`src/rtl/bist_controller.sv`:
```
// ---------------------------------------------------------------------------
// bist_controller
//
// Built-in self-test sequencer. It sits directly upstream of the BIST mode
// multiplexer. A start request makes it do the following:
//   - drive the mux select high,
//   - step an LFSR to produce pseudo-random patterns on To_BIST,
//   - compact the core-logic responses (From_Logic) into a MISR,
//   - compare the final signature against GOLDEN and report pass/fail.
//
// Optional feature: define BIST_ABORT_EN to add the BIST_Abort input. An
// abort in LOAD, RUN or CHECK returns the sequencer to IDLE without
// reporting a result.
//
// Parameters:
//   N        pattern / response width
//   POLY     LFSR and MISR feedback tap mask
//   SEED     LFSR load value (non-zero)
//   PATTERNS number of responses compacted per run (1..2^N-1)
//   GOLDEN   expected final MISR signature
//
// Ports:
//   Clk            sole clock, rising edge
//   Rst            asynchronous, active-high reset
//   BIST_Start     start request, level-sampled in IDLE and DONE
//   BIST_Abort     (BIST_ABORT_EN only) abandon the current run
//   From_Logic     core-logic response to the current pattern
//   To_BIST        current pattern, feeds the mux BIST data input
//   BIST_Mode_Sel  mux select, 1 = BIST path
//   BIST_Busy      run in progress
//   BIST_Done      result valid
//   BIST_Pass      signature matched GOLDEN, valid while BIST_Done=1
//   Signature      current MISR contents
//   state_dbg      current FSM state, for observation only
//
// Handshake: there is no valid/ready pairing here. BIST_Start is a level
// request. It is honoured only in IDLE and DONE, and only at a clock edge.
// While BIST_Done=1, BIST_Pass is a stable result.
// ---------------------------------------------------------------------------
module bist_controller #(
    parameter int unsigned    N        = 6,
    parameter logic [N-1:0]   POLY     = 6'b110000,
    parameter logic [N-1:0]   SEED     = 6'b000001,
    parameter int unsigned    PATTERNS = 63,
    parameter logic [N-1:0]   GOLDEN   = 6'h00
) (
    input  logic         Clk,
    input  logic         Rst,
    input  logic         BIST_Start,
`ifdef BIST_ABORT_EN
    input  logic         BIST_Abort,
`endif
    input  logic [N-1:0] From_Logic,
    output logic [N-1:0] To_BIST,
    output logic         BIST_Mode_Sel,
    output logic         BIST_Busy,
    output logic         BIST_Done,
    output logic         BIST_Pass,
    output logic [N-1:0] Signature,
    output logic [2:0]   state_dbg
);

    localparam int unsigned CW = $clog2(PATTERNS + 1);
    localparam logic [CW-1:0] LAST = CW'(PATTERNS - 1);

    typedef enum logic [2:0] {
        IDLE  = 3'd0,
        LOAD  = 3'd1,
        RUN   = 3'd2,
        CHECK = 3'd3,
        DONE  = 3'd4
    } state_t;

    state_t        state_q, state_d;
    logic [N-1:0]  lfsr_q, lfsr_d;
    logic [N-1:0]  misr_q, misr_d;
    logic [CW-1:0] count_q, count_d;
    logic          mode_q, mode_d;
    logic          busy_q, busy_d;
    logic          done_q, done_d;
    logic          pass_q, pass_d;
    logic          abort;

`ifdef BIST_ABORT_EN
    assign abort = BIST_Abort;
`else
    assign abort = 1'b0;
`endif

    // Shift left and feed the parity of the tapped bits into bit 0. The LFSR
    // and the MISR share this step. The MISR also XORs in the response.
    function automatic logic [N-1:0] shift_fb(input logic [N-1:0] v);
        return {v[N-2:0], ^(v & POLY)};
    endfunction

    always_ff @(posedge Clk or posedge Rst) begin
        if (Rst) begin
            state_q <= IDLE;
            lfsr_q  <= '0;
            misr_q  <= '0;
            count_q <= '0;
            mode_q  <= 1'b0;
            busy_q  <= 1'b0;
            done_q  <= 1'b0;
            pass_q  <= 1'b0;
        end else begin
            state_q <= state_d;
            lfsr_q  <= lfsr_d;
            misr_q  <= misr_d;
            count_q <= count_d;
            mode_q  <= mode_d;
            busy_q  <= busy_d;
            done_q  <= done_d;
            pass_q  <= pass_d;
        end
    end

    always_comb begin
        state_d = state_q;
        lfsr_d  = lfsr_q;
        misr_d  = misr_q;
        count_d = count_q;
        mode_d  = mode_q;
        busy_d  = busy_q;
        done_d  = done_q;
        pass_d  = pass_q;

        case (state_q)
            IDLE, DONE: begin
                // A restart from DONE clears the previous result. It loads
                // exactly as a start from IDLE does.
                if (BIST_Start) begin
                    state_d = LOAD;
                    lfsr_d  = SEED;
                    misr_d  = '0;
                    count_d = '0;
                    mode_d  = 1'b1;
                    busy_d  = 1'b1;
                    done_d  = 1'b0;
                    pass_d  = 1'b0;
                end
            end
            LOAD: begin
                // Settle cycle. The seed pattern is already on To_BIST, so
                // the first response is valid during the first RUN cycle.
                if (abort) begin
                    state_d = IDLE;
                    mode_d  = 1'b0;
                    busy_d  = 1'b0;
                end else begin
                    state_d = RUN;
                end
            end
            RUN: begin
                if (abort) begin
                    state_d = IDLE;
                    mode_d  = 1'b0;
                    busy_d  = 1'b0;
                end else begin
                    misr_d  = shift_fb(misr_q) ^ From_Logic;
                    lfsr_d  = shift_fb(lfsr_q);
                    count_d = count_q + 1'b1;
                    if (count_q == LAST) begin
                        state_d = CHECK;
                        mode_d  = 1'b0;
                        busy_d  = 1'b0;
                    end
                end
            end
            CHECK: begin
                // Abort wins over reporting a result.
                if (abort) begin
                    state_d = IDLE;
                end else begin
                    state_d = DONE;
                    done_d  = 1'b1;
                    pass_d  = (misr_q == GOLDEN);
                end
            end
            default: begin
                state_d = IDLE;
                mode_d  = 1'b0;
                busy_d  = 1'b0;
                done_d  = 1'b0;
                pass_d  = 1'b0;
            end
        endcase
    end

    assign To_BIST       = lfsr_q;
    assign BIST_Mode_Sel = mode_q;
    assign BIST_Busy     = busy_q;
    assign BIST_Done     = done_q;
    assign BIST_Pass     = pass_q;
    assign Signature     = misr_q;
    assign state_dbg     = state_q;

endmodule

```
`config.mk`:
```
export PLATFORM = sky130hd
export DESIGN_NAME = bist_controller
export DESIGN_NICKNAME = d
export VERILOG_FILES = /design/src/rtl/bist_controller.sv
export SDC_FILE = /design/constraint.sdc
export NUM_CORES = 1
export LEC_CHECK = 0
export CORE_MARGIN = 2
export CORE_UTILIZATION = 35
export DETAILED_ROUTE_END_ITERATION = 12
export PLACE_DENSITY = 0.67
export SETUP_SLACK_MARGIN = 0.1
export SLEW_MARGIN = 5
export SYNTH_ARGS = -nofsm -noshare
export SYNTH_HDL_FRONTEND = slang
export SYNTH_SLANG_ARGS = --single-unit
```
`constraint.sdc`:
```
create_clock -name Clk -period 1.4 [get_ports Clk]
set_input_delay 0.28 -clock Clk [delete_from_list [all_inputs] [get_ports Clk]]
set_output_delay 0.28 -clock Clk [all_outputs]
set_load 0.005 [all_outputs]
```
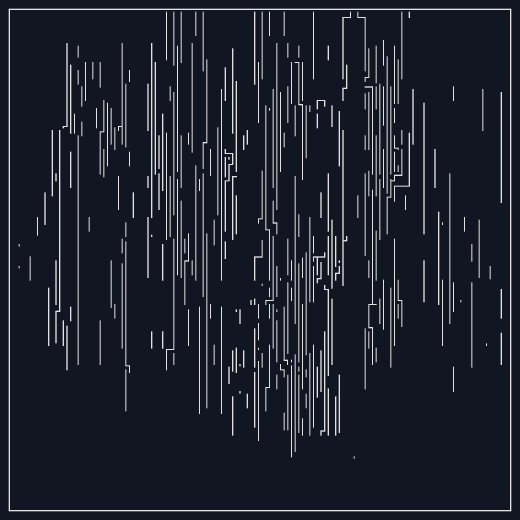
layer_met2.png
(8 px per um)
- nets with wire on the layer: 173
- longest straight run: 28.6 um
- main direction: vertical
met2 GRT Util: 0.290
routed vias: 1,167

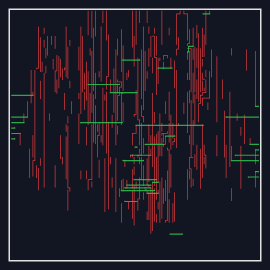
wires.png
(4 px per um) Two of the layers only.
- red: metal 2 (wire length 1,650 um)
- green: metal 3 (wire length 150 um)
average wire length per cell after detail routing: 15.3 um
DRT Wirelength: 3.45 mm

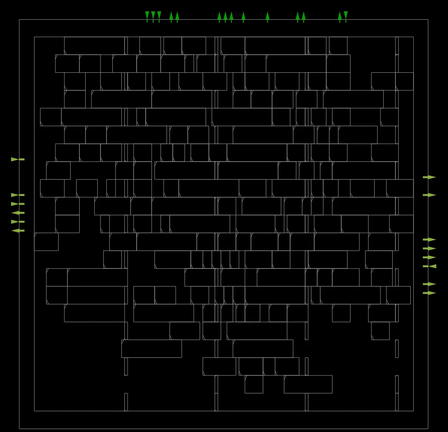
placement.png
count of inserted tapcells: 46
core area: 0.00331 mm^2
Final Instance Count excl. Fillers: 225
Seq area share: 0.297
post-route core utilization: 0.615

==> results.txt <==
Flow results.

- The floorplan step defined a die boundary enclosing ~0.0039 mm^2.
- At the floorplan stage, the core utilization is reported as 0.362.
- The Yosys step of the flow raised 0 warnings.
- Looking at the VDD voltage map, the peak drop is a little over 0.9 mV.
- The number of I/O port buffers is 27.
- For the finished layout, the period the worst path requires is about 1400 ps.
- Clock buffers in the final layout number 4.
- The kind of end point of the critical path is a register.
- The critical path starts at state_dbg[0]$_DFFE_PP0P_.
- The first global-routing pass estimated around 5.5 mm of wire.
- The leakage power is 0.954 nW.
- The setup fix buffers added after clock tree synthesis is 23.
- The design has 24 sequential cells.
- Summed over all nets, wire length on met3 after detailed routing comes to about 150 um.
- The final HPWL from detailed placement is approximately 1.9 mm.
- The layout inverter count without the clock tree is 7.
- In this run the number of H-tree levels came out at 1.
- The dominant kind of combinational cell is AND-OR/OR-AND gates.
- The switching power share of the total is 0.363.
- The largest area contributor in the netlist is sky130_fd_sc_hd__dfrtp_1.
- The cell-mix breakdown from Yosys lists the simple-gate area share as 0.143.
- The clock root buffer is sky130_fd_sc_hd__clkbuf_4.
- The cell count after synthesis came out at roughly 110.
- The commonest register cell is sky130_fd_sc_hd__dfrtp_1.
- For this run, combinational gates with multiple inputs come to ~74.
- The cell-mix breakdown from Yosys lists the XOR/XNOR area share as 0.0585.
- Summed over all failing endpoints, the final setup total negative slack is 0 ps.
- The post-layout worst setup margin is approximately 23 ps.
- The path type of the worst min-delay path is in -> async.
- Summed over all routing layers, the global router reports a total usage of 0.179.
- The cell-mix breakdown from Yosys lists the compound-gate area share as 0.196.
- The placed instances occupy a cell area of roughly 0.0016 mm^2.
- The amount of wire on met2 after detailed routing is 1.65 mm.
- The type of element launching the critical path is a register.
- The script logs the ratio of routed vias to standard cells as 5.19.
- The layer carrying the most global-route usage is met2.
- The fraction of layout instances using a drive strength above 1 is 0.374.
- The tightest slew margin relative to the limit is 0.795.
- The combinational cell area excluding buffers and inverters is 629 um^2.
- The tool warning count for the run is 29.
- The power report attributes to the combinational group a share of 0.647.
- Entering global routing, the biggest net connects 25 pins.
- The sequential cell area is 604 um^2.
- The pre-CTS setup slack is -217 ps.
- The net load switching power is approximately 1.6 mW.
- The met3 track demand over resource is 0.0360.
- Summing all multiplexer cells gives an area fraction of 0.0167.
- The critical path endpoint is Signature[4]$_DFFE_PP0P_.
- Summing internal, switching and leakage power gives about 4.4 mW.
- The run finished with clean final reports.
- The share of synthesized area in the top cell type comes to 0.502.
- The instance count after placement with tap cells included is around 190.
- On the final layout, the worst hold slack is approximately 270 ps.
- The number of hold violations in the final report is 0.
- Multi-input logic gates represent a cell area share of 0.309.
- The critical path runs through a total of 5 cells.
- The areal power density over the cells is 2140 mW/mm^2.
- Per the timing report, the achievable frequency comes out to roughly 730 MHz.
- For the clock group, total power comes out at ~0.38 mW.
- In this run the mean area of a mapped cell was between 10 and 15 um^2.
- The fraction of the cycle the final worst path needs is 0.983.
- 28 I/O pins were placed.
- The number of slew-limit violations in the final report is 0.
- The total internal power is 2.78 mW.
- The fraction of cell area in non-clock buffers is 0.335.
- The final report lists the setup-violating endpoint count as 0.
- The number of maximum-capacitance violations recorded for the run is 0.
- The worst-path cell with the longest stage delay is sky130_fd_sc_hd__dfrtp_2.
- Measured on the final layout, the clock distribution area share stands at 0.0178.
- The filler cell count is approximately 290.
- The critical path is of the reg -> reg type.
- The most common cell in the synthesized netlist is sky130_fd_sc_hd__dfrtp_1.
- The yosys stat cell total is between 100 and 150.
- The most common logic cell in the final layout is sky130_fd_sc_hd__buf_4.
- The timing report notes that buffer and inverter cells on the critical path total 2.
- The clock slew seen by the registers of the worst setup and hold paths is approximately 140 ps.
- The power group with the largest share is combinational logic.
- The count of nets left with antenna violations once routing finished came out at 0.
- The die extent in x is between 60 and 70 um.
- The number of different library cells used by synthesis comes to 34.
- Per the synthesis report, the adder-cell share of the synthesized area is 0.0313.
- The biggest cell category by area in the final layout is buffers.
- The area growth from synthesis to layout is 70.1%.
- The number of antenna violations at the first check in global routing is 0.
- The delay of the slowest cell on the worst path is about 450 ps.
- By area the synthesized netlist is led by sky130_fd_sc_hd__dfrtp_1 50%, sky130_fd_sc_hd__a22o_1 8.8%, sky130_fd_sc_hd__xor2_1 5.1%.
- The worst-case clock buffer depth is 2.
- The clock network latency to the later pin of the worst-skew pair is 330 ps.
- The TritonCTS buffer count is 3.
- The report puts the cell count of the worst reg-to-reg path at 5.
- Per the synth log, the flip-flop and latch total comes to 24.
- STA lists the startpoint of the worst register-to-register path as state_dbg[0]$_DFFE_PP0P_.
- The number of antenna diodes in the final layout is 0.
- The transition at the pin with the smallest max-transition slack is roughly 310 ps.
- The detailed router's first-iteration violation count is ~41.
- The cell family with the largest share of critical-path delay is flip-flops.
- In this run, power in combinational logic comes to roughly 2.8 mW.
- The non-clock buffer total of the final layout is around 70.
- TritonCTS built the clock tree.
- By instance count after routing, the leading logic cell types are 31 x sky130_fd_sc_hd__buf_4, 21 x sky130_fd_sc_hd__dfrtp_1, 15 x sky130_fd_sc_hd__clkdlybuf4s15_1.
- The die height is 62.5 um.
- The critical path endpoint has a required time of about 1600 ps.
- The fraction of met1 tracks used by global routing is 0.230.
Power figures rest on the tool's default switching activity, not on a simulated workload.
